Design alu_lease_client, sky130hd; sources not shown.
sizing.png
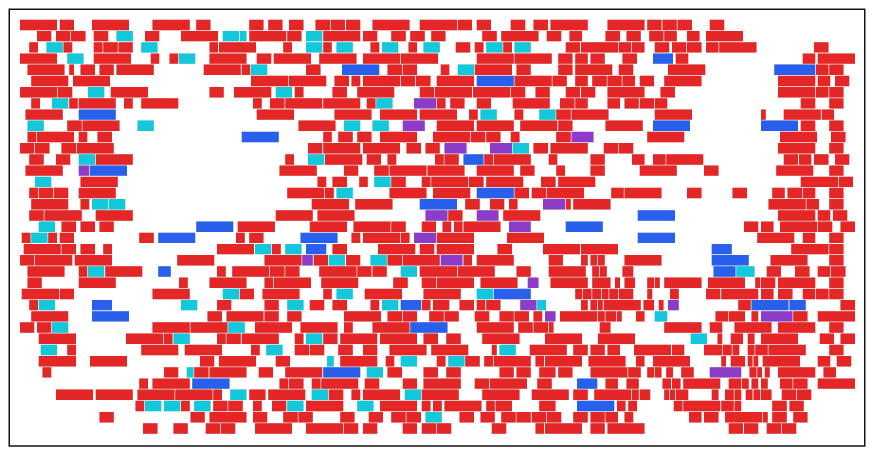
- x2: cyan (cells 74; share 8.8%; most used mux2_2)
- x6 and larger: blue (cells 34; share 4.0%; most used clkbuf_16)
- x1 and smaller: red (cells 716; share 85%; most used clkdlybuf4s50_1)
- x3 and x4: purple (cells 19; share 2.3%; most used mux2_4)
synthesis-to-layout area growth: 45.3%
number of signal-net buffers in the layout: 279
worst setup slack after layout: 13.59 ns
final design instance area without fill: 12000 um^2

class_map.png
Scale bar: 50 um.
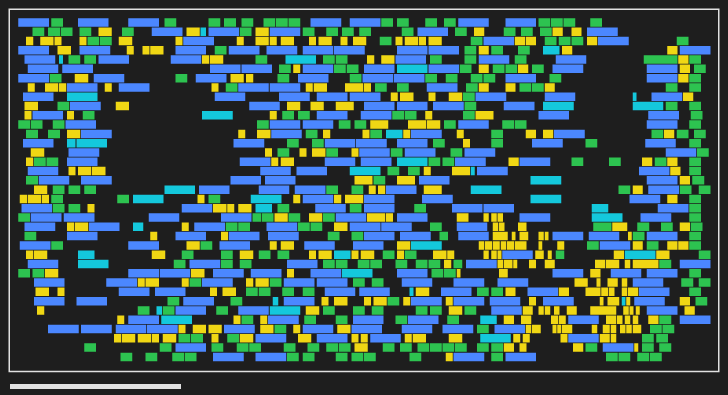
- registers: blue (cells 227)
- clock drivers and dummy loads: cyan (cells 40)
- remaining logic cells: yellow (cells 297)
- remaining buffers and delay cells: green (cells 279)
fin util: 58.8%
placement row count: 37

clock_nets.png
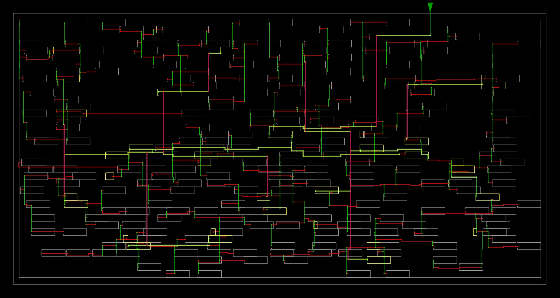
CTS Buf Count: 22
sequential cell count: 227
count of clock tree sinks: 227
clock distribution power: 0.375 mW

m1.png
Supply wires on this layer in gray.
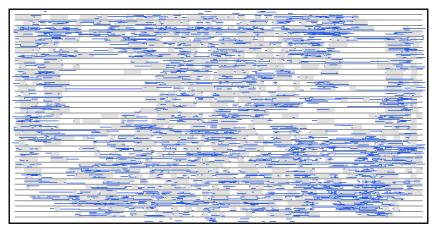
- share of all routed wire: 41%
- main direction: horizontal
- wire length on this layer: 7790 um
- nets with wire on the layer: 856
routed via count: 5311
final wirelength: 19200 um
M1 GR Usage: 22.0%

==> qor.tcl <==
set qor(syn_nets) 675
set qor(p_per_area_nw_per_um2) 91.5
set qor(drt.antenna.violating_nets) 0
set qor(yosys.area.top_type) {sky130_fd_sc_hd__dfrtp_1}
set qor(timing.final.max_slew_violations) 0
set qor(clockBufferDepth) 3
set qor(synthFlopType) {sky130_fd_sc_hd__dfrtp_1}
set qor(stage_log_warnings) 28
set qor(postSynthCellCount) 551
set qor(yosys-stat-cells) 551
set qor(critical_path_class) {in -> out}
set qor(timing.critical_path.to_type) {output port}
set qor(status) {finished, final reports clean}
set qor(yosys_warnings) 0
set qor(drtIter0Drc) 324
set qor(drt-pass1-iter-count) 4
set qor(ys_seq_share_pct) 68.7
set qor(synthMostInstantiatedCell) {sky130_fd_sc_hd__dfrtp_1}
set qor(startpoint_type) {input pin}
set qor(tritoncts) {yes}
set qor(vias_in_the_first_global_route) 5399
set qor(clk_root_buffer_cell) {sky130_fd_sc_hd__clkbuf_16}
set qor(grtUsageTotal_pct) 17.5
set qor(routed_via_density) 4.76
set qor(p_leak_nw) 5.32
set qor(regToRegSetupSlack_ns) 18.83
set qor(cts.reportedPaths.clkPinSlew_ns) 0.06
set qor(synth_cell_types) 41
set qor(number_of_endpoints_failing_setup_at_the_final_stage) 0
set qor(maxCapViolations) 0
set qor(clock_tree.htree_level_count) 1
set qor(post-route-min-period_ns) 8.31
set qor(finalClockPeriodUsage_pct) 38.0
set qor(num-fill-cells) 1639
set qor(worst-endpoint-arrival_ns) 4.88
set qor(max_stage_delay_ns) 0.64
set qor(gp_congestion) 0.785
set qor(antenna_cells) 0
set qor(timing.critical_path.buf_inv) 2
set qor(floorplan.die.height_um) 106
set qor(floorplan.die.width_um) 207
set qor(post_synth_most_frequent_cells) {227 x sky130_fd_sc_hd__dfrtp_1, 85 x sky130_fd_sc_hd__and2_1, 68 x sky130_fd_sc_hd__mux2_2}
set qor(worst_slew_pin_slew_ns) 1.02
set qor(grt_first_pass_wirelength_um) 30300
set qor(syn-cell-area_um2) 8260
set qor(cts_setup_buffers) 0
set qor(crit_path_cell_trace) {clkdlybuf4s50_1 -> nor4_4 -> clkdlybuf4s50_1}
set qor(max_freq_mhz) 120
set qor(timing_hold_violations_final) 0
set qor(clock.latency.late_pin_ns) 0.50
set qor(worst_hold_path.num_cells) 1
set qor(drcViolationCount) 0
set qor(layout-drive-gt1-share_pct) 15.1
set qor(enable_flop_cells) 0
set qor(dp_hpwl_um) 13100
set qor(syn_area_per_cell_um2) 15.0
set qor(drt-wirelength-per-cell_um) 17.2
set qor(cts_hold_buffers) 0
set qor(grt_max_degree) 152
set qor(worst_ir_drop_vdd_uv) 46.0
set qor(kind_of_cell_with_the_highest_combined_delay_on_the_critical_path) {buffers and inverters}
set qor(rsz0062_at_grt) {no}
set qor(core_area_um2) 20400
set qor(yosys_chip_area_um2) 8260
set qor(fin_setup_tns_ns) 0
set qor(critical_path.slowest_cell) {sky130_fd_sc_hd__clkdlybuf4s50_1}
set qor(required_ns) 18.47
set qor(numSynthFlops) 227
set qor(cts_resized) 0
set qor(antenna_found_initial) 0
set qor(crit_cells) 3
set qor(class_of_the_most_critical_hold_timing_path) {reg -> reg}
set qor(fraction_of_registers_with_async_set_or_reset_after_synthesis_pct) 100
set qor(floorplan.initialDensity_pct) 40.5
set qor(num-nets-final) 951
set qor(chip_area_um2) 21900
set qor(globalRoute.totalOverflow) 0
set qor(top_cells_by_area) {sky130_fd_sc_hd__dfrtp_1 69%, sky130_fd_sc_hd__mux2_2 9.3%, sky130_fd_sc_hd__and2_1 6.4%}
set qor(cpMostUsedCell) {sky130_fd_sc_hd__clkdlybuf4s50_1}
set qor(max_area_cell_share_pct) 68.7
set qor(port_buffers) 273
set qor(ioPinCount) 274
set qor(relSlewSlack_pct) 32.0
set qor(critical_path.max_fanout) 4
set qor(r2r_cells) 6
[cells by family after synthesis]
group,synth area share (%)
DFF,68.7
and+or+nand+nor,10.6
muxes,12.1
AOI/OAI and AO/OA,4.98
buffers and inverters,2.00
xor gates and xnor gates,1.27
adders and majority gates,0.303
[where the power goes]
| part | switching, mW | internal [mW] | total, mW |
|---|---|---|---|
| Combinational | 0.0809 | 0.131 | 0.212 |
| Clock | 0.158 | 0.217 | 0.375 |
| Sequential | 0.0284 | 0.484 | 0.512 |
[per-layer routing]
| layer | share of wire (%) | wire (um) | vias to the layer above | GRT usage, % |
|---|---|---|---|---|
| li1 | - | - | 2446 | - |
| met1 | 41 | 7790 | 2722 | 22.0 |
| met2 | 53 | 10100 | 116 | 30.7 |
| met5 | 0 | 0 | - | 0 |
| met3 | 5.1 | 973 | 27 | 4.41 |
| met4 | 1.8 | 337 | 0 | 3.72 |
[cell type report]
cell class,instances,area [um^2],area share (%)
Sequential cell,227,5680,47.3
Timing Repair Buffer,279,2810,23.4
Multi-Input combinational cell,291,2430,20.2
Clock buffer,35,691,5.75
Tap cell,273,342,2.84
Clock inverter,5,31.3,0.260
Inverter,6,30.0,0.250
[layout by cell type (no fill, tap or decap), drive strengths merged, types with 2 or more instances in the layout]
cell,instances
nand3,14
o211ai,2
and2,85
nor4,3
xor2,3
o21ai,5
o41ai,2
clkbuf,35
nand4,6
o21a,2
xnor2,9
inv,7
a21oi,5
a22o,33
or3,2
clkinv,3
o31ai,2
mux2,84
nor3,5
nor2,4
nand2,9
and4,3
clkdlybuf4s50,273
ha,2
buf,6
and3,2
dfrtp,227
[stage by stage]
stage	std cells	area (um^2)	worst slack [ns]	power, mW	hold WS (ns)
after floorplan	551	8260	12.25	0.613	0.314
after global placement	1074	11200	13.61	0.726	0.322
after detailed placement	1075	11300	13.60	0.733	0.325
after CTS	1115	12000	13.59	1.11	0.341
after global routing	1116	12000	13.53	1.15	0.350
final	1116	12000	13.59	1.10	0.338
Power figures rest on the tool's default switching activity, not on a simulated workload.
